## src/rtl/ps2_kbd_decoder.sv

```systemverilog
// PS/2 scan code set 2 decoder: prefixes, modifier/lock tracking, show-ahead event FIFO.
// Optional LED update protocol (ED + lock byte, 0xFA acks) enabled by defining PS2_KBD_LED_EN.
module ps2_kbd_decoder #(
  parameter int FIFO_DEPTH  = 8,
  parameter int ACK_TIMEOUT = 2000000
) (
  input  logic       sys_clk,
  input  logic       sys_rst_n,
  input  logic [7:0] rx_data,
  input  logic       rx_ready,
  input  logic       rx_error,
  output logic       ev_valid,
  output logic [7:0] ev_code,
  output logic       ev_ext,
  output logic       ev_break,
  input  logic       ev_pop,
  output logic       overflow,
  input  logic       ovf_clr,
  output logic [3:0] mods,
  output logic [2:0] locks
`ifdef PS2_KBD_LED_EN
  ,
  output logic [7:0] tx_data,
  output logic       send_req,
  input  logic       tx_busy
`endif
);

  localparam int AW = $clog2(FIFO_DEPTH);

  typedef enum logic [2:0] {S_IDLE, S_E0, S_F0, S_E0F0, S_E1SKIP} dec_state_t;

  dec_state_t st_q;
  logic [2:0] cnt_q;
  logic       rdy_q;
  logic       take, byte_ok, led_eat, dec_byte;
  logic       is_status;
  logic       evt_we, evt_ext, evt_brk;
  logic [7:0] evt_code;
  logic [3:0] mods_q;
  logic [2:0] locks_q, held_q, lk_sel, lock_tgl;
  logic       ovf_q;

  assign take     = rx_ready & ~rdy_q;
  assign byte_ok  = take & ~rx_error;
  assign dec_byte = byte_ok & ~led_eat;

  assign is_status = (rx_data == 8'hAA) || (rx_data == 8'hFC) || (rx_data == 8'hFA) ||
                     (rx_data == 8'hFE) || (rx_data == 8'hEE) || (rx_data == 8'h00) ||
                     (rx_data == 8'hFF);

  // Event is produced combinationally so it lands in the FIFO on the edge its last byte is taken
  always_comb begin
    evt_we   = 1'b0;
    evt_ext  = 1'b0;
    evt_brk  = 1'b0;
    evt_code = rx_data;
    if (dec_byte) begin
      case (st_q)
        S_IDLE:   evt_we = (rx_data != 8'hE0) && (rx_data != 8'hF0) && (rx_data != 8'hE1) && !is_status;
        S_E0: begin
          evt_we  = (rx_data != 8'hF0);
          evt_ext = 1'b1;
        end
        S_F0: begin
          evt_we  = 1'b1;
          evt_brk = 1'b1;
        end
        S_E0F0: begin
          evt_we  = 1'b1;
          evt_ext = 1'b1;
          evt_brk = 1'b1;
        end
        S_E1SKIP: begin
          evt_we   = (cnt_q == 3'd6);
          evt_ext  = 1'b1;
          evt_code = 8'hE1;
        end
        default: ;
      endcase
    end
  end

  always_ff @(posedge sys_clk or negedge sys_rst_n) begin
    if (!sys_rst_n) begin
      rdy_q <= 1'b0;
      st_q  <= S_IDLE;
      cnt_q <= 3'd0;
    end else begin
      rdy_q <= rx_ready;
      if (take && rx_error) begin
        st_q <= S_IDLE;
      end else if (dec_byte) begin
        case (st_q)
          S_IDLE: begin
            if (rx_data == 8'hE0)      st_q <= S_E0;
            else if (rx_data == 8'hF0) st_q <= S_F0;
            else if (rx_data == 8'hE1) begin
              st_q  <= S_E1SKIP;
              cnt_q <= 3'd0;
            end
          end
          S_E0:     st_q <= (rx_data == 8'hF0) ? S_E0F0 : S_IDLE;
          S_E1SKIP: begin
            if (cnt_q == 3'd6) st_q <= S_IDLE;
            else               cnt_q <= cnt_q + 3'd1;
          end
          default:  st_q <= S_IDLE;
        endcase
      end
    end
  end

  // Per-key held bits suppress typematic repeats from re-toggling a lock
  assign lk_sel   = {evt_code == 8'h58, evt_code == 8'h77, evt_code == 8'h7E} & {3{evt_we & ~evt_ext}};
  assign lock_tgl = lk_sel & ~held_q & {3{~evt_brk}};

  always_ff @(posedge sys_clk or negedge sys_rst_n) begin
    if (!sys_rst_n) begin
      mods_q  <= 4'd0;
      locks_q <= 3'd0;
      held_q  <= 3'd0;
    end else begin
      locks_q <= locks_q ^ lock_tgl;
      held_q  <= evt_brk ? (held_q & ~lk_sel) : (held_q | lk_sel);
      if (evt_we) begin
        if (!evt_ext && evt_code == 8'h12) mods_q[0] <= ~evt_brk;
        if (!evt_ext && evt_code == 8'h59) mods_q[1] <= ~evt_brk;
        if (evt_code == 8'h14)             mods_q[2] <= ~evt_brk;
        if (evt_code == 8'h11)             mods_q[3] <= ~evt_brk;
      end
    end
  end

  assign mods  = mods_q;
  assign locks = locks_q;

  logic [9:0]  mem_q [FIFO_DEPTH];
  logic [AW:0] wr_q, rd_q, fill;
  logic        full, push, pop, drop;
  logic [9:0]  head;

  assign fill     = wr_q - rd_q;
  assign full     = (fill == (AW+1)'(FIFO_DEPTH));
  assign ev_valid = (wr_q != rd_q);
  assign pop      = ev_pop & ev_valid;
  assign push     = evt_we & (~full | pop);
  assign drop     = evt_we & full & ~pop;
  assign head     = mem_q[rd_q[AW-1:0]];
  assign ev_ext   = ev_valid & head[9];
  assign ev_break = ev_valid & head[8];
  assign ev_code  = ev_valid ? head[7:0] : 8'h00;
  assign overflow = ovf_q;

  always_ff @(posedge sys_clk) begin
    if (push) mem_q[wr_q[AW-1:0]] <= {evt_ext, evt_brk, evt_code};
  end

  always_ff @(posedge sys_clk or negedge sys_rst_n) begin
    if (!sys_rst_n) begin
      wr_q  <= '0;
      rd_q  <= '0;
      ovf_q <= 1'b0;
    end else begin
      if (push) wr_q <= wr_q + 1'b1;
      if (pop)  rd_q <= rd_q + 1'b1;
      if (drop)         ovf_q <= 1'b1;
      else if (ovf_clr) ovf_q <= 1'b0;
    end
  end

`ifdef PS2_KBD_LED_EN
  localparam int TW = $clog2(ACK_TIMEOUT + 1);

  typedef enum logic [2:0] {L_IDLE, L_CMD, L_ACK1, L_VAL, L_ACK2} led_state_t;

  led_state_t    lst_q;
  logic          pend_q, send_req_q;
  logic [7:0]    tx_data_q;
  logic [TW-1:0] tmr_q;
  logic          in_ack;

  assign in_ack   = (lst_q == L_ACK1) || (lst_q == L_ACK2);
  assign led_eat  = byte_ok && in_ack && (rx_data == 8'hFA);
  assign send_req = send_req_q;
  assign tx_data  = tx_data_q;

  always_ff @(posedge sys_clk or negedge sys_rst_n) begin
    if (!sys_rst_n) begin
      lst_q      <= L_IDLE;
      pend_q     <= 1'b0;
      send_req_q <= 1'b0;
      tx_data_q  <= 8'h00;
      tmr_q      <= '0;
    end else begin
      send_req_q <= 1'b0;
      case (lst_q)
        L_IDLE: if (pend_q && !tx_busy) begin
          lst_q  <= L_CMD;
          pend_q <= 1'b0;
        end
        L_CMD: begin
          send_req_q <= 1'b1;
          tx_data_q  <= 8'hED;
          tmr_q      <= '0;
          lst_q      <= L_ACK1;
        end
        L_ACK1, L_ACK2: begin
          // Any non-ack byte or a silent keyboard abandons this attempt and retries later
          if (byte_ok) begin
            if (rx_data == 8'hFA) begin
              lst_q <= (lst_q == L_ACK1) ? L_VAL : L_IDLE;
            end else begin
              lst_q  <= L_IDLE;
              pend_q <= 1'b1;
            end
          end else if (tmr_q == TW'(ACK_TIMEOUT - 1)) begin
            lst_q  <= L_IDLE;
            pend_q <= 1'b1;
          end else begin
            tmr_q <= tmr_q + 1'b1;
          end
        end
        L_VAL: if (!tx_busy) begin
          send_req_q <= 1'b1;
          tx_data_q  <= {5'b0, locks_q};
          tmr_q      <= '0;
          lst_q      <= L_ACK2;
        end
        default: lst_q <= L_IDLE;
      endcase
      if (|lock_tgl) pend_q <= 1'b1;
    end
  end
`else
  assign led_eat = 1'b0;
`endif

endmodule

```

## config.mk

```make
export PLATFORM = sky130hd
export DESIGN_NAME = ps2_kbd_decoder
export DESIGN_NICKNAME = d
export VERILOG_FILES = /design/src/rtl/ps2_kbd_decoder.sv
export SDC_FILE = /design/constraint.sdc
export NUM_CORES = 1
export LEC_CHECK = 0
export CAP_MARGIN = 0
export CORE_MARGIN = 1
export CORE_UTILIZATION = 45
export DETAILED_ROUTE_END_ITERATION = 10
export MAX_ROUTING_LAYER = met4
export PLACE_DENSITY = 0.65
export SLEW_MARGIN = 10
export SYNTH_ARGS = -nofsm -noshare
export SYNTH_HDL_FRONTEND = slang
export SYNTH_SLANG_ARGS = --single-unit
```

## constraint.sdc

```tcl
create_clock -name sys_clk -period 4.4 [get_ports sys_clk]
set_clock_uncertainty 0.2 [all_clocks]
set_input_delay 0.66 -clock sys_clk [delete_from_list [all_inputs] [get_ports sys_clk]]
set_output_delay 0.66 -clock sys_clk [all_outputs]
set_load 0.02 [all_outputs]
```

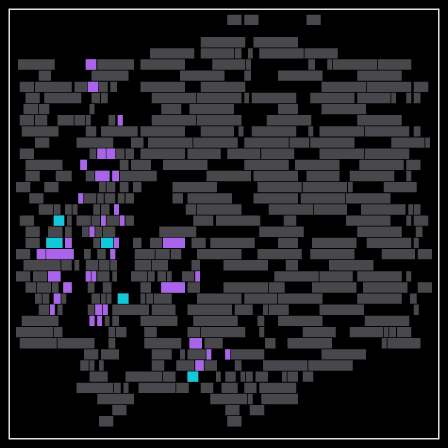
(run_1/gates.png)
[purple] nor cells | cells: 35
[cyan] non-inverting ao/oa cells | cells: 5 | where: west

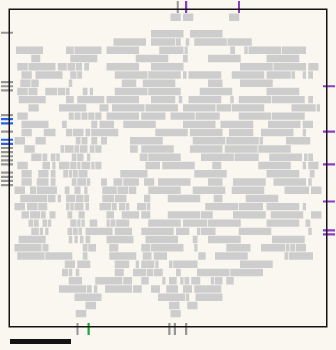
(run_1/pinout.png)
Scale bar: 20 um. Pins as bars across the die edge, other pins in grey.
[purple] ev_code | pins: 8 | direction: output | edge: 6 east, 2 north
[green] overflow | pins: 1 | direction: output | edge: south
[blue] mods | pins: 4 | direction: output | edge: west
all pins by edge: 19 west, 6 east, 5 south, 3 north
Die Ht: 104 um
port bufs: 32
Die W: 104 um

==> results.sh, run 1 <==
# flow metrics
export IMPL_status="finished, final reports clean"
export IMPL_place_gp_congestion=0.879
export IMPL_ys_ff=106
export IMPL_whs_ps=280
export IMPL_min_from="locks[2]$_DFF_PN0_"
export IMPL_aoi_share_pct=6.73
export IMPL_numPlacedInstances=489
export IMPL_final_instance_count_excl_fill=505
export IMPL_hold_violations=0
export IMPL_synth_edff_count=80
export IMPL_slowest_stage="dfrtp_1"
export IMPL_ctsHoldBuffers=0
export IMPL_grtUsageTotal_pct=19.1
export IMPL_cts_root_buf="clkbuf_8"
export IMPL_start_kind="flip-flop"
export IMPL_ys_sh_adder_pct=1.86
export IMPL_setup_violations=0
export IMPL_grt_max_degree=27
export IMPL_cpPeakStageDelay_ps=680
export IMPL_ys_seq_share_pct=64.7
export IMPL_finalCriticalPeriod_ps=3630
export IMPL_r2r_start="wr_q[1]$_DFFE_PN0P_"
export IMPL_sh_seq_area_pct=56.1
export IMPL_hold_class="flip-flop to flip-flop"
export IMPL_grt_busiest_layer="met2"
export IMPL_maxCapViolations=0
export IMPL_max_freq_mhz=276
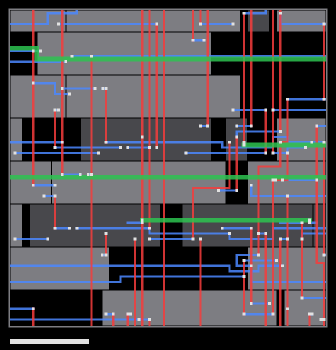
(run_1/closeup.png)
Scale bar: 5 um. Region (42, 63) to (62, 83) um. Cells in grey, sequential cells in the stronger grey; small squares are vias.
[green] M3
[blue] M1
[red] M2
netlist names of flops here include: mem_q (6)
most frequent: edfxtp_1 (6), mux4_2 (3), nand2_1 (2)
sequential cells in the window: 6
cells with their middle in the window: 11

==> inputs of run 2 (changes only) <==
clock period = 3.5 ns   (was 4.4 ns; I/O delays follow)
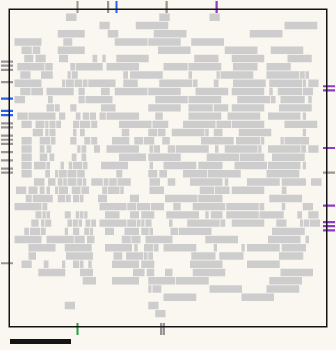
(run_2/pinout.png)
Scale bar: 20 um. Pins as bars across the die edge, other pins in grey.
[blue] mods | pins: 4 | direction: output | edge: 3 west, 1 north
[purple] ev_code | pins: 8 | direction: output | edge: 7 east, 1 north
[green] overflow | pins: 1 | direction: output | edge: south
all pins by edge: 17 west, 8 east, 5 north, 3 south

==> results.sh, run 2 <==
# flow metrics
export IMPL_synthTopCellsByCount="edfxtp_1, nand2_1, dfrtp_1"
export IMPL_ys_seq_share_pct=64.7
export IMPL_place_gp_congestion=0.884
export IMPL_cts_root_buf="clkbuf_8"
export IMPL_die_w_um=104
export IMPL_sh_seq_area_pct=56.0
export IMPL_hold_violations=0
export IMPL_clock_path_buffers=2
export IMPL_rr_worst_depth=7
export IMPL_synth_edff_count=80
export IMPL_ys_ff=106
export IMPL_start_kind="flip-flop"
export IMPL_slew_headroom_pct=43.4
export IMPL_min_from="locks[1]$_DFF_PN0_"
export IMPL_maxCapViolations=0
export IMPL_drive_gt1_share_pct=15.2
export IMPL_fill_cells=868
export IMPL_grt_use_met3_pct=3.70
export IMPL_top_area_cell="edfxtp_1"
export IMPL_grtUsageTotal_pct=19.8
export IMPL_max_freq_mhz=305
export IMPL_yosys_area_top_type_share_pct=50.9
export IMPL_r2r_start="wr_q[1]$_DFFE_PN0P_"
export IMPL_place_hpwl_um=6730
export IMPL_aoi_share_pct=6.73
export IMPL_die_area_um2=10900
export IMPL_hold_class="flip-flop to flip-flop"
export IMPL_dominant_cells="registers"
export IMPL_ys_sh_adder_pct=1.86
export IMPL_cpPeakStageDelay_ps=570
export IMPL_post_cts_resize_count=0
export IMPL_finalCriticalPeriod_ps=3280
export IMPL_grt_max_degree=27
export IMPL_status="finished, final reports clean"
export IMPL_setup_violations=0
export IMPL_ant_nets=0
export IMPL_fp_dieH_um=104
export IMPL_numPlacedInstances=494
export IMPL_wl_met2_um=4970
export IMPL_whs_ps=277
export IMPL_ctsHoldBuffers=0
export IMPL_numPortBuffers=32
export IMPL_final_instance_count_excl_fill=510
export IMPL_rsz0062_at_grt="no"
export IMPL_slowest_stage="clkdlybuf4s50_1"
export IMPL_p_leak_nw=1.95
export IMPL_clk_pin_slew_ps=100
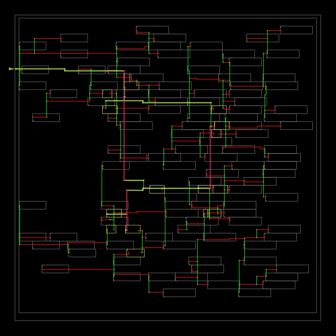
(run_2/clock_nets.png)
Clk power: 707 uW
flop count: 106
Sinks on Clock Net: 106

Power is estimated from default activity; no workload was simulated.
